$ cat config.mk
export PLATFORM = sky130hd
export DESIGN_NAME = vr_tooth_decoder
export DESIGN_NICKNAME = d
export VERILOG_FILES = /design/src/rtl/vr_tooth_decoder.sv
export SDC_FILE = /design/constraint.sdc
export NUM_CORES = 1
export LEC_CHECK = 0
export CAP_MARGIN = 20
export CORE_MARGIN = 8
export CORE_UTILIZATION = 65
export CTS_BUF_LIST = sky130_fd_sc_hd__clkbuf_8
export DETAILED_ROUTE_END_ITERATION = 16
export HOLD_SLACK_MARGIN = 0.05
export PLACE_DENSITY = 0.88
export SYNTH_ARGS = -nofsm -noshare
export SYNTH_HDL_FRONTEND = slang
export SYNTH_SLANG_ARGS = --single-unit
$ cat constraint.sdc
create_clock -name clk -period 9.91 [get_ports clk]
set_input_delay 1.4865 -clock clk [delete_from_list [all_inputs] [get_ports clk]]
set_output_delay 1.4865 -clock clk [all_outputs]
set_load 0.02 [all_outputs]
$ cat src/rtl/vr_tooth_decoder.sv
`timescale 1ns/1ps
// Crank trigger-wheel decoder: synchronises and filters the VR input, measures tooth
// periods and tracks missing-tooth sync. Optional noise window: define VR_NOISE_WINDOW_EN.
module vr_tooth_decoder #(
  parameter int TEETH_TOTAL = 36,
  parameter int MISSING     = 1,
  parameter int FILTER_LEN  = 4,
  parameter int PERIOD_W    = 16,
  parameter int IDX_W       = 6
) (
  input  logic                clk,
  input  logic                reset_n,
  input  logic                vrin,
  output logic                synced,
  output logic                tooth_strobe,
  output logic                rev_strobe,
  output logic [IDX_W-1:0]    tooth_index,
  output logic [PERIOD_W-1:0] tooth_period,
  output logic                sync_err
);

  localparam int FCNT_W = $clog2(FILTER_LEN) + 1;
  localparam logic [IDX_W-1:0]    LAST_IDX = IDX_W'(TEETH_TOTAL - MISSING - 1);
  localparam logic [IDX_W-1:0]    IDX_ONE  = IDX_W'(1);
  localparam logic [FCNT_W-1:0]   FCNT_TOP = FCNT_W'(FILTER_LEN - 1);
  localparam logic [FCNT_W-1:0]   FCNT_ONE = FCNT_W'(1);
  localparam logic [PERIOD_W-1:0] CNT_MAX  = {PERIOD_W{1'b1}};
  localparam logic [PERIOD_W-1:0] CNT_ONE  = PERIOD_W'(1);

  typedef enum logic [1:0] {
    ST_IDLE   = 2'd0,
    ST_ARMED  = 2'd1,
    ST_SYNCED = 2'd2
  } state_t;

  logic                sync1_q, sync1_d;
  logic                sync2_q, sync2_d;
  logic                vr_filt_q, vr_filt_d;
  logic                vr_prev_q, vr_prev_d;
  logic [FCNT_W-1:0]   filt_cnt_q, filt_cnt_d;
  state_t              state_q, state_d;
  logic [PERIOD_W-1:0] cnt_q, cnt_d;
  logic [PERIOD_W-1:0] prev_q, prev_d;
  logic [PERIOD_W-1:0] period_q, period_d;
  logic [IDX_W-1:0]    idx_q, idx_d;
  logic                synced_q, synced_d;
  logic                tooth_q, tooth_d;
  logic                rev_q, rev_d;
  logic                err_q, err_d;

  logic                edge_s;
  logic                sat_s;
  logic                gap_s;
  logic                noise_s;
  logic                accept_s;
  logic [PERIOD_W+1:0] cur_x2_s;
  logic [PERIOD_W+1:0] prev_x3_s;

  // Synchroniser and glitch filter: the filtered level moves only after FILTER_LEN equal samples.
  always_comb begin
    sync1_d    = vrin;
    sync2_d    = sync1_q;
    vr_filt_d  = vr_filt_q;
    filt_cnt_d = filt_cnt_q;
    vr_prev_d  = vr_filt_q;
    if (sync2_q == vr_filt_q) begin
      filt_cnt_d = '0;
    end else if (filt_cnt_q == FCNT_TOP) begin
      vr_filt_d  = sync2_q;
      filt_cnt_d = '0;
    end else begin
      filt_cnt_d = filt_cnt_q + FCNT_ONE;
    end
  end

  assign edge_s    = vr_filt_q & ~vr_prev_q;
  assign sat_s     = (cnt_q == CNT_MAX);
  assign cur_x2_s  = {1'b0, cnt_q, 1'b0};
  assign prev_x3_s = {2'b00, prev_q} + {1'b0, prev_q, 1'b0};
  // A saturated count carries no timing information, so it can never mark the gap.
  assign gap_s     = ~sat_s & (cur_x2_s > prev_x3_s);

`ifdef VR_NOISE_WINDOW_EN
  assign noise_s   = (state_q == ST_SYNCED) && (cnt_q < (period_q >> 2'd2));
`else
  assign noise_s   = 1'b0;
`endif

  assign accept_s  = edge_s & ~noise_s;

  // Period counter, gap detection and sync state machine.
  always_comb begin
    state_d  = state_q;
    idx_d    = idx_q;
    cnt_d    = cnt_q;
    prev_d   = prev_q;
    period_d = period_q;
    tooth_d  = 1'b0;
    rev_d    = 1'b0;
    err_d    = 1'b0;
    if (accept_s) begin
      cnt_d    = CNT_ONE;
      prev_d   = cnt_q;
      period_d = cnt_q;
      if (sat_s) begin
        state_d = ST_ARMED;
        idx_d   = '0;
      end else begin
        case (state_q)
          ST_IDLE: begin
            state_d = ST_ARMED;
            idx_d   = '0;
          end
          ST_ARMED: begin
            if (gap_s) begin
              state_d = ST_SYNCED;
              idx_d   = '0;
              tooth_d = 1'b1;
              rev_d   = 1'b1;
            end else begin
              state_d = ST_ARMED;
              idx_d   = '0;
            end
          end
          ST_SYNCED: begin
            if (gap_s) begin
              if (idx_q == LAST_IDX) begin
                idx_d   = '0;
                tooth_d = 1'b1;
                rev_d   = 1'b1;
              end else begin
                state_d = ST_ARMED;
                idx_d   = '0;
                err_d   = 1'b1;
              end
            end else begin
              if (idx_q < LAST_IDX) begin
                idx_d   = idx_q + IDX_ONE;
                tooth_d = 1'b1;
              end else begin
                state_d = ST_ARMED;
                idx_d   = '0;
                err_d   = 1'b1;
              end
            end
          end
          default: begin
            state_d = ST_IDLE;
            idx_d   = '0;
          end
        endcase
      end
    end else if (sat_s) begin
      // Wheel stalled: drop sync quietly and keep the last measured period.
      state_d = ST_IDLE;
      idx_d   = '0;
    end else begin
      cnt_d = cnt_q + CNT_ONE;
    end
    synced_d = (state_d == ST_SYNCED);
  end

  // All state and output registers.
  always_ff @(posedge clk or negedge reset_n) begin
    if (!reset_n) begin
      sync1_q    <= 1'b0;
      sync2_q    <= 1'b0;
      vr_filt_q  <= 1'b0;
      vr_prev_q  <= 1'b0;
      filt_cnt_q <= '0;
      state_q    <= ST_IDLE;
      cnt_q      <= '0;
      prev_q     <= '0;
      period_q   <= '0;
      idx_q      <= '0;
      synced_q   <= 1'b0;
      tooth_q    <= 1'b0;
      rev_q      <= 1'b0;
      err_q      <= 1'b0;
    end else begin
      sync1_q    <= sync1_d;
      sync2_q    <= sync2_d;
      vr_filt_q  <= vr_filt_d;
      vr_prev_q  <= vr_prev_d;
      filt_cnt_q <= filt_cnt_d;
      state_q    <= state_d;
      cnt_q      <= cnt_d;
      prev_q     <= prev_d;
      period_q   <= period_d;
      idx_q      <= idx_d;
      synced_q   <= synced_d;
      tooth_q    <= tooth_d;
      rev_q      <= rev_d;
      err_q      <= err_d;
    end
  end

  assign synced       = synced_q;
  assign tooth_strobe = tooth_q;
  assign rev_strobe   = rev_q;
  assign tooth_index  = idx_q;
  assign tooth_period = period_q;
  assign sync_err     = err_q;

endmodule
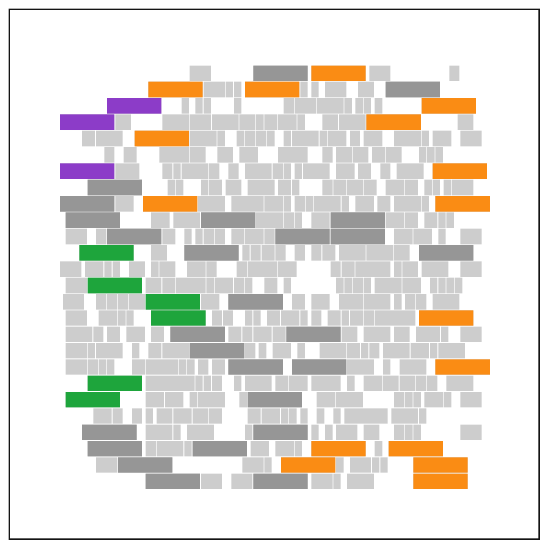
**Above:** sequential cells grouped by signal name.
Drawn at 6 px/um. Other sequential cells in the stronger grey, the rest of the logic in the fainter grey.
tooth_period: in orange, placed flops 16. filt_cnt_q: in purple, placed flops 3. tooth_index: in green, placed flops 6, where left middle.
Another 26 sequential cells are not coloured.
final core occ: 74.70%
power in sequential cells: 288 uW
flop share of the area: 33.66%

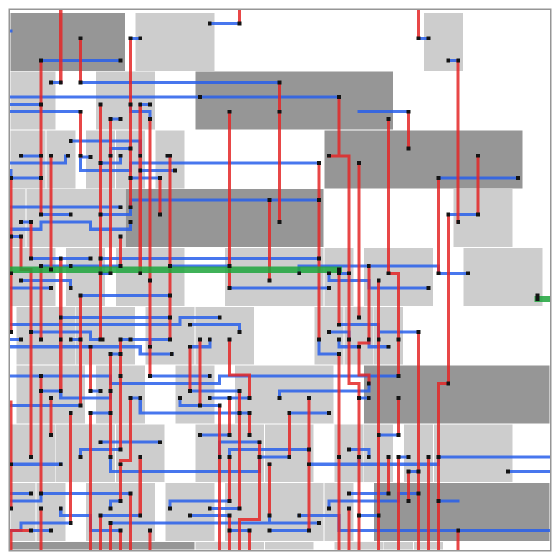
**Above:** close-up of the layout.
Region (54, 54) to (79, 79) um. Cells in grey, sequential cells in the stronger grey; small squares are vias.
M3: in green. M1: in blue. M2: in red.
Netlist names of flops here include tooth_period (5), cnt_q (1). 48 logic cells have their middle in the window. Sequential cells in the window: 6. Most frequent: nand2_1 (11), dfrtp_1 (6).

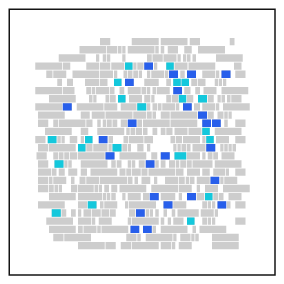
**Above:** logic cells by family.
Drawn at 3 px/um.
non-inverting ao/oa cells: in cyan, cells 21. xor and xnor cells: in blue, cells 25.
most instantiated logic cell after routing: nand2_1
share of the final layout cell area in multi-input gates: 53.47%

==> flow_summary_export.csv <==
group,metric,value,unit
run_status,outcome,"complete, no violations",
synthesis,ff_type,"dfrtp_1",
clocking,clock_tree_from_tritoncts,"built",
finish,num-nets-final,438,
worst_hold_path,hold_path_class,"reg2reg",
global_routing,first_global_vias,2855,
synthesis,synth_seq_share,37.81,%
setup_path,slowest_delay,0.47,ns
finish,areaGrowthSynthToFinish,12.31,%
place,globalplace.congestion,0.8582,
timing,final-setup-viol-count,0,
power_and_ir_drop,power.switching_fraction,42.12,%
power_and_ir_drop,share_comb_of_total_power,49.7,%
routing,ant_nets,0,
routing,vias_per_cell,5.909,
global_routing,total_routing_usage_reported_by_global_routing,20.02,%
synthesis,floorplan.nets,409,
timing,drv_slew,0,
power_and_ir_drop,cellInternalPower,456.9,uW
finish,post-route-cell-area,0.003791,mm^2
synthesis,ys_ff,51,
clocking,clk_latency,0.30,ns
global_routing,grt_first_pass_wirelength,12500,um
routing,average_wire_per_cell_in_the_routed_design,15.32,um
place,detailedPlacementHpwl,5170,um
global_routing,initial_antenna_violation_count,0,
power_and_ir_drop,p_sw,332.4,uW
synthesis,syn-instance-count,365,
finish,antenna_cells_inserted,0,
clocking,postCtsHoldBufs,0,
power_and_ir_drop,fin_total_pwr,789.3,uW
die,fp_util,66.52,%
routing,vias,2736,
timing,hold_slack,0.3611,ns
synthesis,mappedNetlistArea,0.003376,mm^2
clocking,buffer_levels_on_the_longest_clock_path,2,
synthesis,yosysWarningCount,0,
place,post_dp_cell_area,0.003719,mm^2
setup_path,cp.required,10.10,ns
routing,drtIter0Drc,176,
clocking,post-cts-setup-buffer-count,0,
setup_path,crit_path_cell_trace,"ha_1, fa_1, a211oi_1, o21bai_4, a21oi_4, o21ai_2, a21o_1, a21oi_1, xnor2_1, ha_1, nand4_1, nor2_1, a211o_1, a221oi_2, a211o_1, mux2i_4, a2111oi_2, o31a_1",
timing,slew_headroom,41.76,%
synthesis,enable_flop_cells,0,
finish,comb_area,0.002027,mm^2
setup_path,worstPathBufferInverterCount,0,
routing,wirelength,7091,um
power_and_ir_drop,power.share.sequential,36.5,%
clocking,post_cts_resized,0,
finish,layout-drive-gt1-share,5.344,%
timing,layout_worst_path_cycle_share,46.82,%
synthesis,synth.avg_cell_area,9.249,um^2
timing,finalClockSkew,0.008332,ns
setup_path,timing.critical_path.slowest_stage_cell,"dfrtp_1",
finish,n_fill_cell,377,
routing,drc,0,
synthesis,synthArstFlopShare,100.0,%
flow_run,warnings,32,
place,numPortBuffers,28,
power_and_ir_drop,ir_drop,0.1671,mV
routing,detail_route.first_pass.iterations,4,
timing,setup_tns,0,ns
die,core.rowCount,26,
die,core_footprint,0.005075,mm^2
clocking,clkTransAtPathRegs,0.08,ns
timing,setup_repair_after_global_routing_missed_its_margin,"false",
setup_path,crit_arrival,4.83,ns
setup_path,type_of_element_launching_the_critical_path,"flop",
synth_stat cells, types with 7 or more instances:
library cell	number	area share (%)
nand2_1	70	7.8
nand3_1	11	1.6
inv_1	10	1.1
dfrtp_1	51	38
nor2_1	26	2.9
xnor2_1	9	2.3
and3_1	7	1.3
ha_1	40	15
a21o_1	10	2.2
o21ai_0	11	1.6
xor2_1	16	4.2
nand4_1	8	1.5
a21oi_1	20	3.0
layout by cell type (no fill, tap or decap), drive strengths merged, types with 3 or more instances in the layout:
cell type	count
buf	3
nand4	9
dfrtp	51
a211o	4
clkdlybuf4s50	27
xor2	16
o21ai	15
clkbuf	5
a21o	10
nand2	70
and4	3
nor3b	3
and3	7
nor2	27
a211oi	4
nand3	11
ha	40
xnor2	9
or3	6
nor3	5
o21a	3
o22ai	3
nor2b	4
a21oi	21
o21bai	4
or2	4
inv	11
metrics by stage:
stage | setup slack (ns) | cells
detailed placement | 5.268 | 457
finish | 5.270 | 463
global route | 4.909 | 463
floorplan | 5.598 | 365
global placement | 5.388 | 457
CTS | 5.243 | 463
registers in the layout, indices dropped and copies added, names as in the netlist, 2 cells and up:
signal and count:
cnt_q 16, filt_cnt_q 3, state_q 2, tooth_index 6, tooth_period 16
per-layer routing:
layer | track usage, % | routed length [um]
met1 | 22.82 | 3093
met3 | 3.377 | 263
met5 | 0 | 0
met2 | 36.05 | 3641
met4 | 8.141 | 93
power groups by stage:
stage	clock, mW	sequential (mW)	combinational (mW)
final	0.109	0.288	0.392
after CTS	0.114	0.288	0.393
after detailed placement	0	0.292	0.391
after global placement	0	0.288	0.379
after global routing	0.123	0.295	0.436
after floorplan	0	0.297	0.300
cells by family after synthesis:
kind of cell	synth area share (%)
AOI/OAI and AO/OA	15.72
DFF	37.81
xor gates and xnor gates	6.486
muxes	1.001
and+or+nand+nor	21.35
buffers and inverters	2.224
adders and majority gates	15.42
final cells by class:
cell class                      count  area share (%)
Multi-Input combinational cell    296           53.47
Timing Repair Buffer               30           7.657
Clock buffer                        5           1.815
Sequential cell                    51           33.66
Inverter                           10          0.9901
Clock inverter                      1         0.09901
Tap cell                           70           2.310
worst paths after layout:
| path | start | to | slack (ns) | cells after the start |
|---|---|---|---|---|
| min in group asynchronous | reset_n | tooth_period[8] | 1.29 | 2 |
| min reg2reg | sync1_q | sync2_q | 0.36 | 0 |
| min | sync1_q | sync2_q | 0.36 | 0 |
| max reg2reg | tooth_period[1] | synced | 5.27 | 18 |
| max in group asynchronous | reset_n | tooth_index[1] | 8.17 | 2 |
| max | tooth_period[1] | synced | 5.27 | 18 |
Power and IR drop assume default switching activity.
